## src/rtl/locking_rr_arbiter_param.sv

```systemverilog
// N-input round-robin arbiter with multi-beat locking. A first beat that carries
// has_data holds the grant on that input for BEATS transfers, so messages stay contiguous.
module locking_rr_arbiter_param #(
    parameter int N     = 4,
    parameter int W     = 32,
    parameter int BEATS = 4
) (
    input  logic                               clk,
    input  logic                               reset,
    input  logic [N-1:0]                       io_in_valid,
    output logic [N-1:0]                       io_in_ready,
    input  logic [N*W-1:0]                     io_in_bits,
    input  logic [N-1:0]                       io_in_has_data,
    output logic                               io_out_valid,
    input  logic                               io_out_ready,
    output logic [W-1:0]                       io_out_bits,
    output logic                               io_out_has_data,
    output logic [((N > 1) ? $clog2(N) : 1)-1:0] io_chosen,
    output logic                               io_locked
);

    localparam int CW = (N > 1) ? $clog2(N) : 1;
    localparam int BW = (BEATS > 1) ? $clog2(BEATS) : 1;

    logic [CW-1:0] last_grant;
    logic [CW-1:0] lock_idx;
    logic          locked;
    logic [BW-1:0] beat_cnt;

    logic [CW-1:0] chosen;
    logic [CW-1:0] idx_hi;
    logic [CW-1:0] idx_any;
    logic          found_hi;
    logic          found_any;
    logic          fire;

    // Round-robin pick: first valid above last_grant, else wrap to lowest valid.
    // While locked, the lock owner is held even if its valid drops.
    always_comb begin
        found_hi  = 1'b0;
        found_any = 1'b0;
        idx_hi    = '0;
        idx_any   = '0;
        for (int i = 0; i < N; i++) begin
            if (io_in_valid[i] && !found_any) begin
                found_any = 1'b1;
                idx_any   = CW'(i);
            end
            if (io_in_valid[i] && !found_hi && (i > int'(last_grant))) begin
                found_hi = 1'b1;
                idx_hi   = CW'(i);
            end
        end
        if (locked)
            chosen = lock_idx;
        else if (found_hi)
            chosen = idx_hi;
        else
            chosen = idx_any;
    end

    always_comb begin
        io_out_valid    = 1'b0;
        io_out_bits     = '0;
        io_out_has_data = 1'b0;
        io_in_ready     = '0;
        for (int i = 0; i < N; i++) begin
            if (int'(chosen) == i) begin
                io_out_valid    = io_in_valid[i];
                io_out_bits     = io_in_bits[i*W +: W];
                io_out_has_data = io_in_has_data[i];
                io_in_ready[i]  = io_out_ready;
            end
        end
    end

    assign fire      = io_out_valid & io_out_ready;
    assign io_chosen = chosen;
    assign io_locked = locked;

    // has_data is only looked at on an unlocked (first) beat; later beats just count.
    always_ff @(posedge clk) begin
        if (reset) begin
            last_grant <= CW'(N - 1);
            locked     <= 1'b0;
            lock_idx   <= '0;
            beat_cnt   <= '0;
        end else if (fire) begin
            last_grant <= chosen;
            if (!locked) begin
                if (io_out_has_data && (BEATS > 1)) begin
                    locked   <= 1'b1;
                    lock_idx <= chosen;
                    beat_cnt <= BW'(1);
                end
            end else if (beat_cnt == BW'(BEATS - 1)) begin
                locked   <= 1'b0;
                beat_cnt <= '0;
            end else begin
                beat_cnt <= beat_cnt + 1'b1;
            end
        end
    end

endmodule

```

## config.mk

```make
export PLATFORM = sky130hd
export DESIGN_NAME = locking_rr_arbiter_param
export DESIGN_NICKNAME = d
export VERILOG_FILES = /design/src/rtl/locking_rr_arbiter_param.sv
export SDC_FILE = /design/constraint.sdc
export NUM_CORES = 1
export LEC_CHECK = 0
export CAP_MARGIN = 20
export CORE_ASPECT_RATIO = 1.25
export CORE_MARGIN = 2
export CORE_UTILIZATION = 29
export DETAILED_ROUTE_END_ITERATION = 10
export PLACE_DENSITY = 0.85
export SLEW_MARGIN = 20
export SYNTH_ARGS = -nofsm -noshare
export SYNTH_HDL_FRONTEND = slang
export SYNTH_SLANG_ARGS = --single-unit
```

## constraint.sdc

```tcl
create_clock -name clk -period 7.6 [get_ports clk]
set_input_delay 1.9 -clock clk [delete_from_list [all_inputs] [get_ports clk]]
set_output_delay 1.9 -clock clk [all_outputs]
set_load 0.05 [all_outputs]
```

Fig. 1: run 1, met1 routing
Supply wires on this layer in gray.
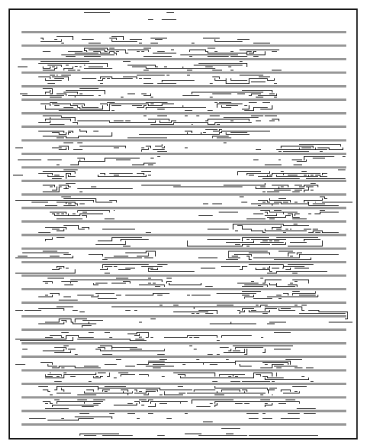
The wires run mostly horizontal. The layer holds 37% of the routed length. The layer carries 2,660 um of wire.
total number of vias: 2,638
GR Util met1: 24.23%

Fig. 2: run 1, M2 wires
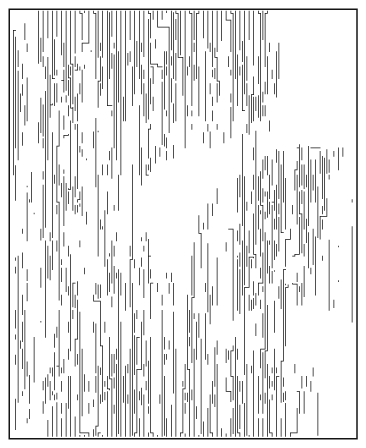
The wires run mostly vertical. 474 nets have wire on it. The layer holds 53% of the routed length. The longest straight run is 33.0 um. The layer carries 3,800 um of wire.

==> flow_metrics.env, run 1 <==
# yosys + openroad results
export IMPL_crit_reg2reg_capture="lock_idx[0]"
export IMPL_clk_root_buffer_cell="sky130_fd_sc_hd__clkbuf_8"
export IMPL_core_rowCount=29
export IMPL_grt_usage_pct=22.49
export IMPL_final_cell_count_no_fill=517
export IMPL_timing_rr_start="last_grant[0]"
export IMPL_worst_path_max_delay_cell="sky130_fd_sc_hd__clkdlybuf4s50_1"
export IMPL_grt_max_degree=38
export IMPL_run_status="finished, final reports clean"
export IMPL_yosys_area_top_type="sky130_fd_sc_hd__nand2_1"
export IMPL_tritoncts="built"
export IMPL_enable_flop_cells=0
export IMPL_insertedDiodeCount=0
export IMPL_synth_cells_yosys=288
export IMPL_drt_pass1_iterations=4
export IMPL_timing_critical_path_slowest_cell_delay_ns=0.71
export IMPL_post_route_setup_tns_ns=0
export IMPL_clkLatencyLatePin_ns=0.22
export IMPL_syn_area_cell_um2=5.422
export IMPL_worst_hold_startpoint="lock_idx[0]"
export IMPL_grt_antenna_before_repair=0
export IMPL_seqCellArea_um2=140.1
export IMPL_cp_num_buf_inv=4
export IMPL_synth_cells_most_frequent="136 x sky130_fd_sc_hd__nand2_1, 33 x sky130_fd_sc_hd__a31oi_1, 33 x sky130_fd_sc_hd__and3_1"
export IMPL_synth_largest_type_area_fraction_pct=32.69
export IMPL_synth_cell_area_um2=1561
export IMPL_hpwl_um=5809
export IMPL_async_s_r_ff_share_synth_pct=0
export IMPL_period_minus_slack_ns=6.656
export IMPL_critical_path_startpoint_type="primary input"
export IMPL_globalRoute_totalOverflow=0
export IMPL_r2r_slack_ns=4.62
export IMPL_worstPathMaxFanout=36
export IMPL_design_portCount=180
export IMPL_timing_max_transition_violations_final=0
export IMPL_max_clock_freq_mhz=150.2
export IMPL_postSynthCellCount=288
export IMPL_synth_yosys_seq_area_share_pct=8.974
export IMPL_critical_path_required_ns=5.70
Fig. 3: run 1, metal 3
Scale bar: 20 um. Cells faint in the background.
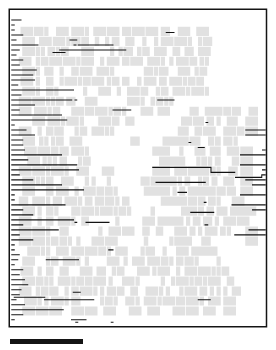
The longest straight run is 19.6 um. The layer holds 7.7% of the routed length. 92 nets have wire on it. The layer carries 556 um of wire.

Fig. 4: run 1, met4 routing
Supply wires on this layer in gray. Cells faint in the background.
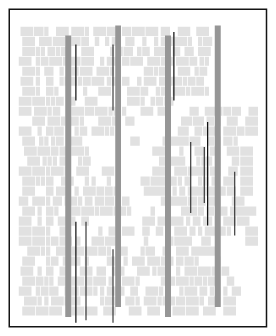
The longest straight run is 27.9 um. 10 nets have wire on it. The layer holds 2.8% of the routed length. The wires run mostly vertical. The layer carries 203 um of wire.
total wire length: 7217 um

## run 1: per-stage QoR
| step | utilization [%] | instance area [um^2] | hold slack (ns) |
|---|---|---|---|
| after floorplan | - | 1562 | 0.4387 |
| after detailed placement | 64.21 | 3308 | 0.4758 |
| after global routing | 65.08 | 3353 | 0.5015 |
| final | 65.08 | 3353 | 0.4790 |
| after global placement | 64.21 | 3308 | 0.4536 |
| after CTS | 65.08 | 3353 | 0.4812 |
## run 1: layer usage
| metal | track usage, % | share of wire [%] | vias to the layer above |
|---|---|---|---|
| met5 | 0 | 0 | - |
| met4 | 10.14 | 2.8 | 0 |
| met3 | 5.875 | 7.7 | 20 |
| met2 | 41.17 | 53 | 113 |
| met1 | 24.23 | 37 | 1173 |
| li1 | - | - | 1332 |
## run 1: worst max path at each step
stage                    from         endpoint  slack, ns  cells after the start
3_5_place_dp   io_in_valid[2]   io_in_ready[1]       0.95                      8
3_3_place_gp   io_in_valid[2]   io_in_ready[1]       1.02                      8
5_1_grt        io_in_valid[2]   io_in_ready[1]       0.73                      8
2_1_floorplan  io_in_valid[1]  io_out_bits[25]       1.35                      8
6_report       io_in_valid[2]   io_in_ready[1]       0.94                      8
4_1_cts        io_in_valid[2]   io_in_ready[1]       0.95                      8
## run 1: cell families after synthesis
kind of cell | share of synthesized area, %
muxes | 1.282
adders and majority gates | 0.8012
buffers and inverters | 7.772
DFF | 8.974
AOI/OAI and AO/OA | 27.49
and+or+nand+nor | 53.69
## run 1: flip-flops by register name, indices dropped and copies added (netlist names)
name and count:
lock_idx 2, io_locked 1, last_grant 2, beat_cnt 2
## run 1: cells in the final DEF (no fill, tap or decap), types with 4 or more instances in the layout
cell type and count:
sky130_fd_sc_hd__clkdlybuf4s50_1 146, sky130_fd_sc_hd__nand2_1 136, sky130_fd_sc_hd__buf_4 37, sky130_fd_sc_hd__and3_1 33
sky130_fd_sc_hd__a31oi_1 33, sky130_fd_sc_hd__nor2_1 7, sky130_fd_sc_hd__dfxtp_1 7, sky130_fd_sc_hd__a21oi_1 6
sky130_fd_sc_hd__inv_1 5, sky130_fd_sc_hd__nand2b_1 4
## run 1: cell type report
class | count | area share (%)
Clock buffer | 4 | 1.343
Inverter | 7 | 0.9328
Multi-Input combinational cell | 253 | 38.77
Sequential cell | 7 | 4.179
Tap cell | 62 | 2.313
Timing Repair Buffer | 184 | 52.46
==> run 1 -> run 2 <==
- CELL_PAD_IN_SITES_DETAIL_PLACEMENT: unset -> 1
- CELL_PAD_IN_SITES_GLOBAL_PLACEMENT: unset -> 1
- CORE_UTILIZATION: 29 -> 17
- CTS_CLUSTER_SIZE: unset -> 20
- PLACE_DENSITY: 0.85 -> 0.87
Fig. 5: run 2, met1 routing
Supply wires on this layer in gray.
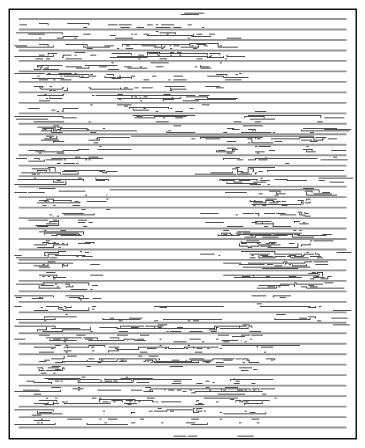
The layer holds 37% of the routed length. The layer carries 3,200 um of wire. The longest straight run is 54.3 um.
total number of vias: 2,724
GR Util met1: 16.80%
total wire length: 8681 um

==> run 2 against run 1 <==
- clock skew barely moved
- clock-buffer cell count unchanged
- wire length increased by 20%
- utilization decreased by 26 points
- global-route usage fell by 5.6 points
- register-to-register slack improved by 0.07 ns
- synthesized cell count stayed put
- design area increased by 5.5%
==> flow_metrics.env, run 2 <==
# yosys + openroad results
export IMPL_global_route_usage_met3_pct=4.419
export IMPL_detail_route_antenna_nets=0
export IMPL_core_rowCount=39
export IMPL_worstPathMaxFanout=40
export IMPL_layout_top_cells="146 x sky130_fd_sc_hd__clkdlybuf4s50_1, 136 x sky130_fd_sc_hd__nand2_1, 33 x sky130_fd_sc_hd__and3_1, 33 x sky130_fd_sc_hd__a31oi_1, 31 x sky130_fd_sc_hd__buf_4"
export IMPL_grt_antenna_before_repair=0
export IMPL_drt_pass1_iterations=4
export IMPL_seqCellArea_um2=140.1
export IMPL_grt_usage_pct=16.85
export IMPL_max_clock_freq_mhz=148.8
export IMPL_enable_flop_cells=0
export IMPL_yosys_area_top_type="sky130_fd_sc_hd__nand2_1"
export IMPL_postSynthCellCount=288
export IMPL_async_s_r_ff_share_synth_pct=0
export IMPL_synth_cells_yosys=288
export IMPL_synth_net_count=428
export IMPL_largestRegisters="beat_cnt x2, last_grant x2, lock_idx x2"
export IMPL_unique_cell_types=42
export IMPL_syn_area_cell_um2=5.422
export IMPL_tritoncts="built"
export IMPL_synth_yosys_seq_area_share_pct=8.974
export IMPL_clk_root_buffer_cell="sky130_fd_sc_hd__clkbuf_16"
export IMPL_number_of_buffers_added_to_fix_hold_violations_after_cts=0
export IMPL_gr_max_usage_layer="met2"
export IMPL_period_minus_slack_ns=6.719
export IMPL_synth_largest_type_area_fraction_pct=32.69
export IMPL_synth_cells_most_frequent="136 x sky130_fd_sc_hd__nand2_1, 33 x sky130_fd_sc_hd__a31oi_1, 33 x sky130_fd_sc_hd__and3_1"
export IMPL_insertedDiodeCount=0
export IMPL_timing_max_transition_violations_final=0
export IMPL_critPathArrivalTime_ns=4.82
export IMPL_globalRoute_totalOverflow=0
export IMPL_design_portCount=180
export IMPL_grt_max_degree=47
export IMPL_mostFrequentLayoutCell="sky130_fd_sc_hd__clkdlybuf4s50_1"
export IMPL_critical_path_startpoint_type="primary input"
export IMPL_run_status="finished, final reports clean"
export IMPL_clkLatencyLatePin_ns=0.23
export IMPL_placement_stage_worst_setup_slack_ns=0.8792
export IMPL_post_route_setup_tns_ns=0
Fig. 6: run 2, M2 wires
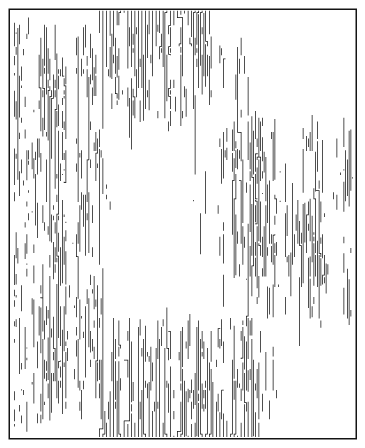
The wires run mostly vertical. 530 nets have wire on it.
met2 usage in global routing: 34.75%

run 2: cell counts after synthesis:
No cell type changed its count.
run 2: through the flow:
| step | instances | cell area, um^2 | util [%] | hold slack, ns |
|---|---|---|---|---|
| final | 578 | 3538 | 39.20 | 0.4748 |
| after global routing | 578 | 3538 | 39.20 | 0.5119 |
| after CTS | 578 | 3538 | 39.20 | 0.4768 |
| after detailed placement | 574 | 3460 | 38.32 | 0.4696 |
| after global placement | 574 | 3460 | 38.32 | 0.4516 |
| after floorplan | 288 | 1562 | - | 0.4387 |
run 2: area by class of cell:
cell class / instances / share of cell area [%]
well taps: 123 / 4.349
multi-input cells: 253 / 36.74
clock buffers: 4 / 2.228
repair buffers: 184 / 51.84
inverters: 7 / 0.8840
flip-flops and latches: 7 / 3.960
run 2: kinds of logic (layout without fill, tap and decap cells):
kind of cell    after synthesis  in the layout  synth area share (%)
compound gates               60             60                 27.49
fa+ha+maj                     1              1                0.8012
mux                           2              2                 1.282
flops                         7              7                 8.974
buf+inv                      28            195                 7.772
simple gates                190            190                 53.69
run 2: path summary, 6_finish.rpt:
path | from | endpoint | slack (ns) | depth (start not counted)
max | io_in_valid[2] | io_out_valid | 0.88 | 8
min | beat_cnt[1] | beat_cnt[1] | 0.47 | 2
max reg2reg | last_grant[0] | lock_idx[1] | 4.69 | 9
min reg2reg | beat_cnt[1] | beat_cnt[1] | 0.47 | 2
run 2: per-layer routing:
layer / wire (um) / part of all wire (%) / up-vias
li1: - / - / 1329
met1: 3196 / 37 / 1263
met2: 4804 / 55 / 121
met3: 583 / 6.7 / 11
met4: 97 / 1.1 / 0
met5: 0 / 0 / -
run 2: critical path, stage by stage:
cell and delay [ns]:
sky130_fd_sc_hd__clkdlybuf4s50_1 0.59, sky130_fd_sc_hd__nor2b_1 0.25, sky130_fd_sc_hd__o32a_1 0.25, sky130_fd_sc_hd__a31o_2 0.23, sky130_fd_sc_hd__buf_4 0.39, sky130_fd_sc_hd__a21oi_1 0.15, sky130_fd_sc_hd__o21ai_0 0.21, sky130_fd_sc_hd__clkdlybuf4s50_1 0.83
==> run 2 -> run 3 <==
- CORE_MARGIN: 2 -> unset
Fig. 7: run 3, M2 wires
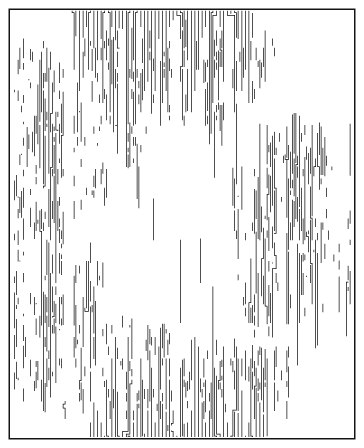
The layer holds 56% of the routed length. 525 nets have wire on it. The wires run mostly vertical.
total number of vias: 2,676
total wire length: 8182 um
met2 usage in global routing: 32.95%

==> run 3 against run 2 <==
- synthesized area did not move
- register-to-register slack got worse by 0.10 ns
- clock-buffer cell count unchanged
- utilization shrank 0.33 points
- sequential cell count unchanged
- via count is 1.8% lower
- sequential share of layout area up 0.14 points
- fmax up 0.30%
- synthesized cell count is the same
- critical path depth increased by 1
- largest cell class unchanged
==> flow_metrics.env, run 3 <==
# yosys + openroad results
export IMPL_tritoncts="built"
export IMPL_synth_cells_yosys=288
export IMPL_synth_xor_area_share_pct=0
export IMPL_critical_path_startpoint_type="primary input"
export IMPL_worstPathMaxFanout=35
export IMPL_synth_yosys_seq_area_share_pct=8.974
export IMPL_fraction_of_the_mapped_netlist_area_in_adder_cells_pct=0.8013
export IMPL_grt_max_degree=69
export IMPL_yosys_area_top_type="sky130_fd_sc_hd__nand2_1"
export IMPL_place_inst=570
export IMPL_synth_largest_type_area_fraction_pct=32.69
export IMPL_design_portCount=180
export IMPL_critical_path_required_ns=5.70
export IMPL_post_route_setup_tns_ns=0
export IMPL_yosys_dominant_comb_family="simple AND/OR/NAND/NOR gates"
export IMPL_globalRoute_totalOverflow=0
export IMPL_unique_cell_types=42
export IMPL_timing_max_transition_violations_final=0
export IMPL_final_cell_count_no_fill=574
export IMPL_max_clock_freq_mhz=149.3
export IMPL_syn_area_cell_um2=5.422
export IMPL_postSynthCellCount=288
export IMPL_synth_cells_most_frequent="136 x sky130_fd_sc_hd__nand2_1, 33 x sky130_fd_sc_hd__a31oi_1, 33 x sky130_fd_sc_hd__and3_1"
export IMPL_synth_cell_area_um2=1561
export IMPL_largestRegisters="beat_cnt x2, last_grant x2, lock_idx x2"
export IMPL_async_s_r_ff_share_synth_pct=0
export IMPL_period_minus_slack_ns=6.699
export IMPL_synth_compound_gate_area_share_pct=27.48
export IMPL_mostFrequentLayoutCell="sky130_fd_sc_hd__clkdlybuf4s50_1"
export IMPL_fraction_of_synthesized_area_in_multiplexers_pct=1.282
export IMPL_run_status="finished, final reports clean"
export IMPL_placement_stage_worst_setup_slack_ns=0.8872
export IMPL_core_rowCount=38
export IMPL_number_of_buffers_added_to_fix_hold_violations_after_cts=0
export IMPL_detail_route_antenna_nets=0
export IMPL_clk_root_buffer_cell="sky130_fd_sc_hd__clkbuf_8"
export IMPL_seqCellArea_um2=140.1
export IMPL_hpwl_um=6604
export IMPL_synthSimpleGateAreaFrac_pct=53.69
export IMPL_clkLatencyLatePin_ns=0.23
export IMPL_grt_antenna_before_repair=0
Fig. 8: run 3, metal 3
Scale bar: 20 um. Cells faint in the background.
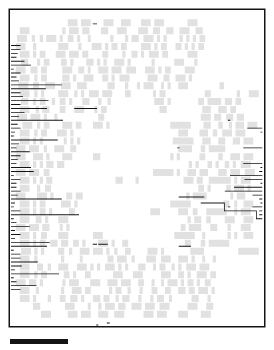
met3 demand-to-capacity share in global routing: 2.877%

run 3: logic make-up after synthesis:
kind of cell / after synthesis
DFF: 7
and+or+nand+nor: 190
AOI/OAI and AO/OA: 60
muxes: 2
adders and majority gates: 1
buffers and inverters: 28
run 3: cell type report:
cell class	count	share of cell area, %
clock buffers	4	1.318
inverters	7	0.9151
multi-input cells	253	38.03
flip-flops and latches	7	4.100
well taps	120	4.392
repair buffers	183	51.24
run 3: worst paths after layout:
check / slack (ns) / start / to / depth (start not counted)
worst min register to register: 0.47 / beat_cnt[1] / beat_cnt[1] / 2
worst max-delay path: 0.90 / io_in_valid[1] / io_in_ready[2] / 9
worst min-delay path: 0.47 / beat_cnt[1] / beat_cnt[1] / 2
worst max register to register: 4.59 / io_locked / lock_idx[0] / 8
run 3: critical path, stage by stage:
cell,delay [ns]
sky130_fd_sc_hd__clkdlybuf4s50_1,0.50
sky130_fd_sc_hd__nor2b_4,0.18
sky130_fd_sc_hd__o311ai_1,0.47
sky130_fd_sc_hd__o21ai_2,0.10
sky130_fd_sc_hd__buf_4,0.25
sky130_fd_sc_hd__inv_2,0.34
sky130_fd_sc_hd__nand2_1,0.12
sky130_fd_sc_hd__nor2_1,0.09
sky130_fd_sc_hd__clkdlybuf4s50_1,0.81
run 3: layer usage:
layer,routed length (um),track usage [%],up-vias
met5,0,0,-
met4,148,4.450,0
met3,436,2.877,11
met2,4552,32.95,92
met1,3045,16.37,1244
li1,-,-,1329
run 3: per-stage QoR:
stage / util, % / hold slack (ns)
after global routing: 38.86 / 0.4972
final: 38.86 / 0.4666
after floorplan: - / 0.4387
after detailed placement: 38.35 / 0.4626
after CTS: 38.86 / 0.4707
after global placement: 38.35 / 0.4488

==> notes/layouts.md <==
Pictures saved along the way, in no particular order.

Clock wiring as the flow saved it.
panel A
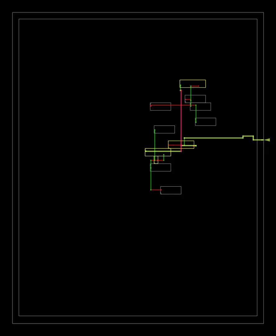
panel B
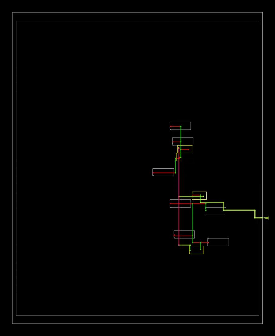
panel C
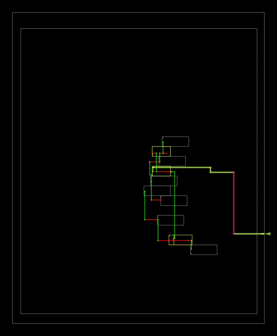
panel C -> run 1
panel A -> run 2
panel B -> run 3

